Fig. 1: the clock network
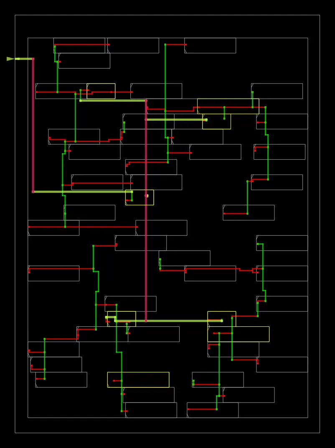
Fig. 2: register map, names as in the netlist
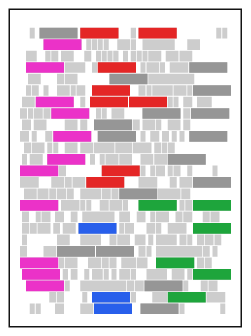
Fig. 3: routed clock nets over the placement
The bar under the picture is 20 um long.
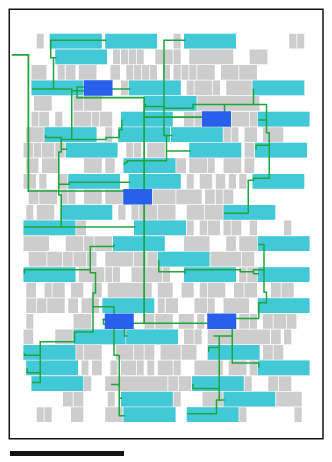
[config.mk]
export PLATFORM = sky130hd
export DESIGN_NAME = maple_tx_seq
export DESIGN_NICKNAME = d
export VERILOG_FILES = /design/src/rtl/maple_pkg.sv /design/src/rtl/maple_tick_gen.sv /design/src/rtl/maple_tx_seq.sv
export SDC_FILE = /design/constraint.sdc
export NUM_CORES = 1
export LEC_CHECK = 0
export CAP_MARGIN = 20
export CORE_ASPECT_RATIO = 1.4
export CORE_MARGIN = 2
export CORE_UTILIZATION = 68
export CTS_BUF_LIST = sky130_fd_sc_hd__clkbuf_8 sky130_fd_sc_hd__clkbuf_16
export CTS_CLUSTER_DIAMETER = 100
export DETAILED_ROUTE_END_ITERATION = 6
export DONT_BUFFER_PORTS = 1
export PLACE_DENSITY = 0.83
export SYNTH_ARGS = -nofsm -noshare
export SYNTH_HDL_FRONTEND = slang
export SYNTH_SLANG_ARGS = --single-unit
[constraint.sdc]
create_clock -name clk -period 3.5 [get_ports clk]
set_clock_uncertainty 0.15 [all_clocks]
set_input_delay 0.875 -clock clk [delete_from_list [all_inputs] [get_ports clk]]
set_output_delay 0.875 -clock clk [all_outputs]
set_load 0.03 [all_outputs]
[src/rtl/maple_pkg.sv]
// -----------------------------------------------------------------------------
// maple_pkg
// Shared types and constants for the Maple bus transmit sequencer.
//   state_e      : sequencer FSM states
//   CTRL_*       : command words written to maple_out's control register
//   ST_*_BIT     : bit positions in maple_out's status read-back
//   frame_bytes  : total bytes in a frame for a given header word count
// -----------------------------------------------------------------------------
package maple_pkg;

    typedef enum logic [2:0] {
        IDLE,
        START_CMD,
        START_WAIT,
        DATA,
        END_CMD,
        END_WAIT
    } state_e;

    localparam logic [7:0] CTRL_START = 8'h01;
    localparam logic [7:0] CTRL_END   = 8'h02;

    localparam int ST_START_BIT = 0;
    localparam int ST_END_BIT   = 1;
    localparam int ST_OE_BIT    = 2;

    // One byte on the wire is 8 bits x 4 phases.
    localparam int TICKS_PER_BYTE = 32;
    localparam int PH_W           = $clog2(TICKS_PER_BYTE + 1);

    // N header words describe N+1 words of payload, plus one trailing CRC byte.
    function automatic int unsigned frame_bytes(input logic [7:0] words);
        return 4 * (32'(words) + 1) + 1;
    endfunction

endpackage

[src/rtl/maple_tick_gen.sv]
// -----------------------------------------------------------------------------
// maple_tick_gen
// Bit-phase tick divider for maple_out. Counts 0..div and emits a one-clock
// tick on the terminal count, then wraps to 0.
//   clk, rst_n : clock, asynchronous active-low reset
//   enable     : counter runs and tick may assert only while high
//   restart    : synchronous clear of the count (frame start)
//   div        : terminal count; tick period is div+1 clocks
//   tick       : one-clock pulse on terminal count
// -----------------------------------------------------------------------------
module maple_tick_gen #(
    parameter int DIV_W = 8
) (
    input  logic             clk,
    input  logic             rst_n,
    input  logic             enable,
    input  logic             restart,
    input  logic [DIV_W-1:0] div,
    output logic             tick
);

    logic [DIV_W-1:0] cnt_q;
    logic [DIV_W-1:0] cnt_d;

    // NOTE: every always_comb output gets a default on entry so no path leaves
    // it unassigned, which would otherwise infer a latch.
    always_comb begin
        cnt_d = cnt_q;
        if (restart) begin
            cnt_d = '0;
        end else if (enable) begin
            cnt_d = (cnt_q == div) ? '0 : cnt_q + 1'b1;
        end
    end

    // NOTE: flops use non-blocking assignments so every register samples its
    // pre-edge inputs, independent of block ordering in the simulator.
    always_ff @(posedge clk or negedge rst_n) begin
        if (!rst_n) begin
            cnt_q <= '0;
        end else begin
            cnt_q <= cnt_d;
        end
    end

    // Decoded straight from the counter flop; div=0 ticks every enabled clock.
    assign tick = enable && (cnt_q == div);

endmodule

[src/rtl/maple_tx_seq.sv]
// -----------------------------------------------------------------------------
// maple_tx_seq
// Transmit-frame sequencer for the Maple bus output shifter (maple_out).
// Issues the start pattern, lets the shifter drain exactly one frame's bytes
// from the TX FIFO, issues the end pattern and waits for the bus release.
//   Host side : cmd_go, cmd_words, cmd_abort, tick_div -> busy, done,
//               err_underrun, err_abort (sticky until the next accepted go)
//   maple_out : tick, ctrl_cs/ctrl_we/ctrl_wdata, ctrl_rdata (status),
//               mo_data_avail -> shifter, mo_consume <- shifter
//   TX FIFO   : fifo_avail (not empty)
// -----------------------------------------------------------------------------
module maple_tx_seq
    import maple_pkg::*;
#(
    parameter int DIV_W = 8,
    parameter int LEN_W = 11
) (
    input  logic             clk,
    input  logic             rst_n,
    input  logic             cmd_go,
    input  logic [7:0]       cmd_words,
    input  logic             cmd_abort,
    input  logic [DIV_W-1:0] tick_div,
    output logic             busy,
    output logic             done,
    output logic             err_underrun,
    output logic             err_abort,
    output logic             tick,
    output logic             ctrl_cs,
    output logic             ctrl_we,
    output logic [7:0]       ctrl_wdata,
    input  logic [7:0]       ctrl_rdata,
    input  logic             fifo_avail,
    output logic             mo_data_avail,
    input  logic             mo_consume
);

    state_e           state_q, state_d;
    logic [LEN_W-1:0] bytes_left_q, bytes_left_d;
    logic [PH_W-1:0]  ph_cnt_q, ph_cnt_d;
    logic [DIV_W-1:0] div_q, div_d;
    logic             busy_q, busy_d;
    logic             done_q, done_d;
    logic             err_underrun_q, err_underrun_d;
    logic             err_abort_q, err_abort_d;
    logic             ctrl_cs_q, ctrl_cs_d;
    logic             ctrl_we_q, ctrl_we_d;
    logic [7:0]       ctrl_wdata_q, ctrl_wdata_d;

    logic accept;
    logic ph_full;
    logic unused_rdata;

    assign accept  = cmd_go && (state_q == IDLE);
    assign ph_full = (ph_cnt_q == PH_W'(TICKS_PER_BYTE));

    // Only start-active and oe are acted on; the rest of the status is ignored.
    assign unused_rdata = ^{ctrl_rdata[7:3], ctrl_rdata[ST_END_BIT]};

    maple_tick_gen #(
        .DIV_W(DIV_W)
    ) u_tick_gen (
        .clk    (clk),
        .rst_n  (rst_n),
        .enable (busy_q),
        .restart(accept),
        .div    (div_q),
        .tick   (tick)
    );

    always_comb begin
        state_d        = state_q;
        bytes_left_d   = bytes_left_q;
        ph_cnt_d       = ph_cnt_q;
        div_d          = div_q;
        busy_d         = busy_q;
        done_d         = 1'b0;
        err_underrun_d = err_underrun_q;
        err_abort_d    = err_abort_q;

        if (mo_consume && (bytes_left_q != '0)) begin
            bytes_left_d = bytes_left_q - 1'b1;
        end

        // ph_cnt only lives in DATA, so it is already 0 on DATA entry and a
        // stale value from a previous frame can never trip the byte checks.
        if (state_q != DATA) begin
            ph_cnt_d = '0;
        end else if (mo_consume) begin
            ph_cnt_d = '0;
        end else if (tick && !ph_full) begin
            ph_cnt_d = ph_cnt_q + 1'b1;
        end

        case (state_q)
            IDLE: begin
                if (cmd_go) begin
                    state_d        = START_CMD;
                    bytes_left_d   = LEN_W'(frame_bytes(cmd_words));
                    div_d          = tick_div;
                    busy_d         = 1'b1;
                    err_underrun_d = 1'b0;
                    err_abort_d    = 1'b0;
                end
            end
            START_CMD: state_d = START_WAIT;
            START_WAIT: begin
                if (cmd_abort) begin
                    err_abort_d = 1'b1;
                    state_d     = END_CMD;
                end else if (!ctrl_rdata[ST_START_BIT]) begin
                    state_d = DATA;
                end
            end
            DATA: begin
                // Abort and underrun are independent; both flags may set together.
                if (cmd_abort) begin
                    err_abort_d = 1'b1;
                    state_d     = END_CMD;
                end
                if (ph_full) begin
                    if (bytes_left_q == '0) begin
                        state_d = END_CMD;
                    end else if (!fifo_avail) begin
                        err_underrun_d = 1'b1;
                        state_d        = END_CMD;
                    end
                end
            end
            END_CMD: state_d = END_WAIT;
            END_WAIT: begin
                if (!ctrl_rdata[ST_OE_BIT]) begin
                    state_d = IDLE;
                    done_d  = 1'b1;
                    busy_d  = 1'b0;
                end
            end
            default: state_d = IDLE;
        endcase
    end

    // Control port outputs are decoded from the next state so the registered
    // strobes line up with the state they belong to, glitch-free.
    always_comb begin
        ctrl_cs_d    = state_d inside {START_CMD, START_WAIT, END_CMD, END_WAIT};
        ctrl_we_d    = state_d inside {START_CMD, END_CMD};
        ctrl_wdata_d = 8'h00;
        if (state_d == START_CMD) begin
            ctrl_wdata_d = CTRL_START;
        end else if (state_d == END_CMD) begin
            ctrl_wdata_d = CTRL_END;
        end
    end

    always_ff @(posedge clk or negedge rst_n) begin
        if (!rst_n) begin
            state_q        <= IDLE;
            bytes_left_q   <= '0;
            ph_cnt_q       <= '0;
            div_q          <= '0;
            busy_q         <= 1'b0;
            done_q         <= 1'b0;
            err_underrun_q <= 1'b0;
            err_abort_q    <= 1'b0;
            ctrl_cs_q      <= 1'b0;
            ctrl_we_q      <= 1'b0;
            ctrl_wdata_q   <= 8'h00;
        end else begin
            state_q        <= state_d;
            bytes_left_q   <= bytes_left_d;
            ph_cnt_q       <= ph_cnt_d;
            div_q          <= div_d;
            busy_q         <= busy_d;
            done_q         <= done_d;
            err_underrun_q <= err_underrun_d;
            err_abort_q    <= err_abort_d;
            ctrl_cs_q      <= ctrl_cs_d;
            ctrl_we_q      <= ctrl_we_d;
            ctrl_wdata_q   <= ctrl_wdata_d;
        end
    end

    assign busy          = busy_q;
    assign done          = done_q;
    assign err_underrun  = err_underrun_q;
    assign err_abort     = err_abort_q;
    assign ctrl_cs       = ctrl_cs_q;
    assign ctrl_we       = ctrl_we_q;
    assign ctrl_wdata    = ctrl_wdata_q;
    assign mo_data_avail = fifo_avail && (state_q == DATA) && (bytes_left_q != '0);

endmodule

==> impl_metrics.tcl <==
# metrics dict for downstream scripts
set metrics [dict create \
    drc_errors 0 \
    finalPower_mw 2.11 \
    simple_gate_area_frac 0.252 \
    number_of_antenna_violations_at_the_first_check_in_global_routing 0 \
    timing.max_cap.violations 0 \
    residual_antenna_violating_net_count_after_detailed_routing 0 \
    wirelength_met1_mm 1.96 \
    critical_path_cell_count 5 \
    aoi_share 0.110 \
    placed_cell_area_um2 2430 \
    fin_area_um2 2580 \
    cp_slowest_stage_delay_ns 0.50 \
    grt-ovfl-total 0 \
    synth.cellmix.adderShare 0.0257 \
    max-clock-path-buffers 2 \
    route.top_layer_used "met4" \
    r2r-start "state_q[0]" \
    clkSlewWorstSetupHoldPaths_ns 0.08 \
    vias 1866 \
    tool_warnings 33 \
    largest_area_cell "dfrtp_1" \
    post_route_cells_drive_above_1_share 0.0731 \
    drt-vias-per-instance 6.22 \
    cts_max_level 2 \
    result_of_the_run "complete, no violations" \
    finalCritPeriodShare 0.857 \
    required_ns 2.47 \
    cp_num_buf_inv 1 \
    path_max_fanout 4 \
    wl_per_cell_um 16.3 \
    lay_top_cells "44 x dfrtp_1, 42 x nand2_1, 19 x nor2_1" \
    cts_hold_buffers 0 \
    die_h_um 74.8 \
    drt_pass1_iterations 4 \
    worst_ir_drop_vdd_mv 0.678 \
    worst-r2r-setup-slack_ns 1.09 \
    post_cts.repair.setup_buffers 0 \
    finish.utilization 0.758 \
    grt_start_max_net_pins 45 \
    synth_flops 44 \
    achievable-frequency_mhz 333 \
    detail_route.wirelength_mm 4.89 \
    end_kind "primary output" \
    die_width_um 54.6 \
    rsz_0062_raised_after_global_routing "false" \
    setup.worst_path.start_class "flip-flop" \
    grt_pass1_wl_mm 8.09 \
    final-hold-violation-count 0 \
    synthDistinctLibCells 48 \
    pg_seq_mw 0.930 \
    crit_path_start "bytes_left_q[0]" \
    muxShareOfSynthArea 0.0128 \
    worst_path_cell_with_the_longest_stage_delay "or4b_4" \
    design.die.area_um2 4080 \
    clkPwrFrac 0.254 \
    synthCells 260 \
    avgSynthCellArea_um2 9.37 \
    critical_path_arrival_ns 1.98 \
    fin_tns_setup_ns 0 \
    top_cell_area_share 0.452 \
    groute.usage.overall 0.275 \
    holdWs_ns 0.109 \
    ys.warnings.count 0 \
    place_worst_setup_slack_ns 0.776 \
    num-nets-final 294 \
    synth_xor_xnor_area_share 0.0971 \
    post_synth_main_area_contributors "dfrtp_1 45%, nand2_1 6.5%, xor2_1 6.1%, xnor2_1 3.6%, nor2_1 2.9%" \
    number_of_synthesized_flops_with_an_enable_pin 0 \
    stdcell_count 300 \
    powerComb_mw 0.645 \
    number_of_global_route_vias_before_repair 1830 \
    setup_viol_count_final 0 \
    met2_wirelength_mm 2.62 \
    drt_iter0_markers 34 \
    tightest_slew_ns 0.588 \
    insertedDiodeCount 0 \
    largest_family_of_logic_cells_by_area "simple AND/OR/NAND/NOR gates" \
    critical_path_class "reg2out" \
    synth.top_cells.by_count "44 x dfrtp_1, 42 x nand2_1, 19 x nor2_1" \
    pwr_density_cell_nw_per_um2 817 \
    reg2reg_depth 6 \
    ioPinCount 46 \
    dpl.cell_count 292 \
    synthFlopType "dfrtp_1" \
    min_path_type "in2async" \
    power.sequential.fraction 0.441 \
    synth.yosys.num_cells 260 \
    area_growth_pct 6.11 \
    fraction_of_synthesis_flops_using_an_asynchronous_set_or_reset_pin 1.00 \
    worst_slack_ns 0.500 \
    max_slew_margin 0.607 \
    timing.critical_path.to "mo_data_avail" \
    mostFrequentLayoutCell "dfrtp_1" \
]
Notes on Fig. 1 above:
clock latency on the worst-skew pair: 0.30 ns
clk pwr: 0.536 mW

Notes on Fig. 2 above:
| colour | netlist name | flops |
|---|---|---|
| magenta | bytes_left_q | 11 |
| blue | state_q | 3 |
| red | div_q | 8 |
| green | ph_cnt_q | 6 |
not coloured: 16

Notes on Fig. 3 above:
[green] clock wires | length: 525 um
[cyan] flip-flops | count: 44
[blue] cells driving clock nets | count: 5
routed clock nets: 6

worst register-to-register path, delay by kind of cell, from the launching register on:
kind	cells	cell delay [ns]
simple gates	4	1.23
flops	1	0.48
buf+inv	1	0.30
xor+xnor	1	0.14
final cells by class:
type	count	share of cell area
clock buffer	5	0.0266
inverter	10	0.0150
clock inverter	3	0.0348
multi-input combinational	198	0.478
sequential	44	0.426
tap	40	0.0194
flip-flops by register name (all words and copies together) (netlist names):
signal,flops
state_q,3
div_q,8
busy,1
err_abort,1
err_underrun,1
ctrl_we,1
done,1
u_tick_gen.cnt_q,8
ctrl_cs,1
ctrl_wdata,2
bytes_left_q,11
ph_cnt_q,6
metal layers:
metal  vias to the layer above  track usage
li1                        898            -
met1                       912        0.306
met2                        42        0.489
met3                        14       0.0575
met4                         0        0.119
met5                         -            0
No activity file was given, so power comes from the tool's default toggle rates.
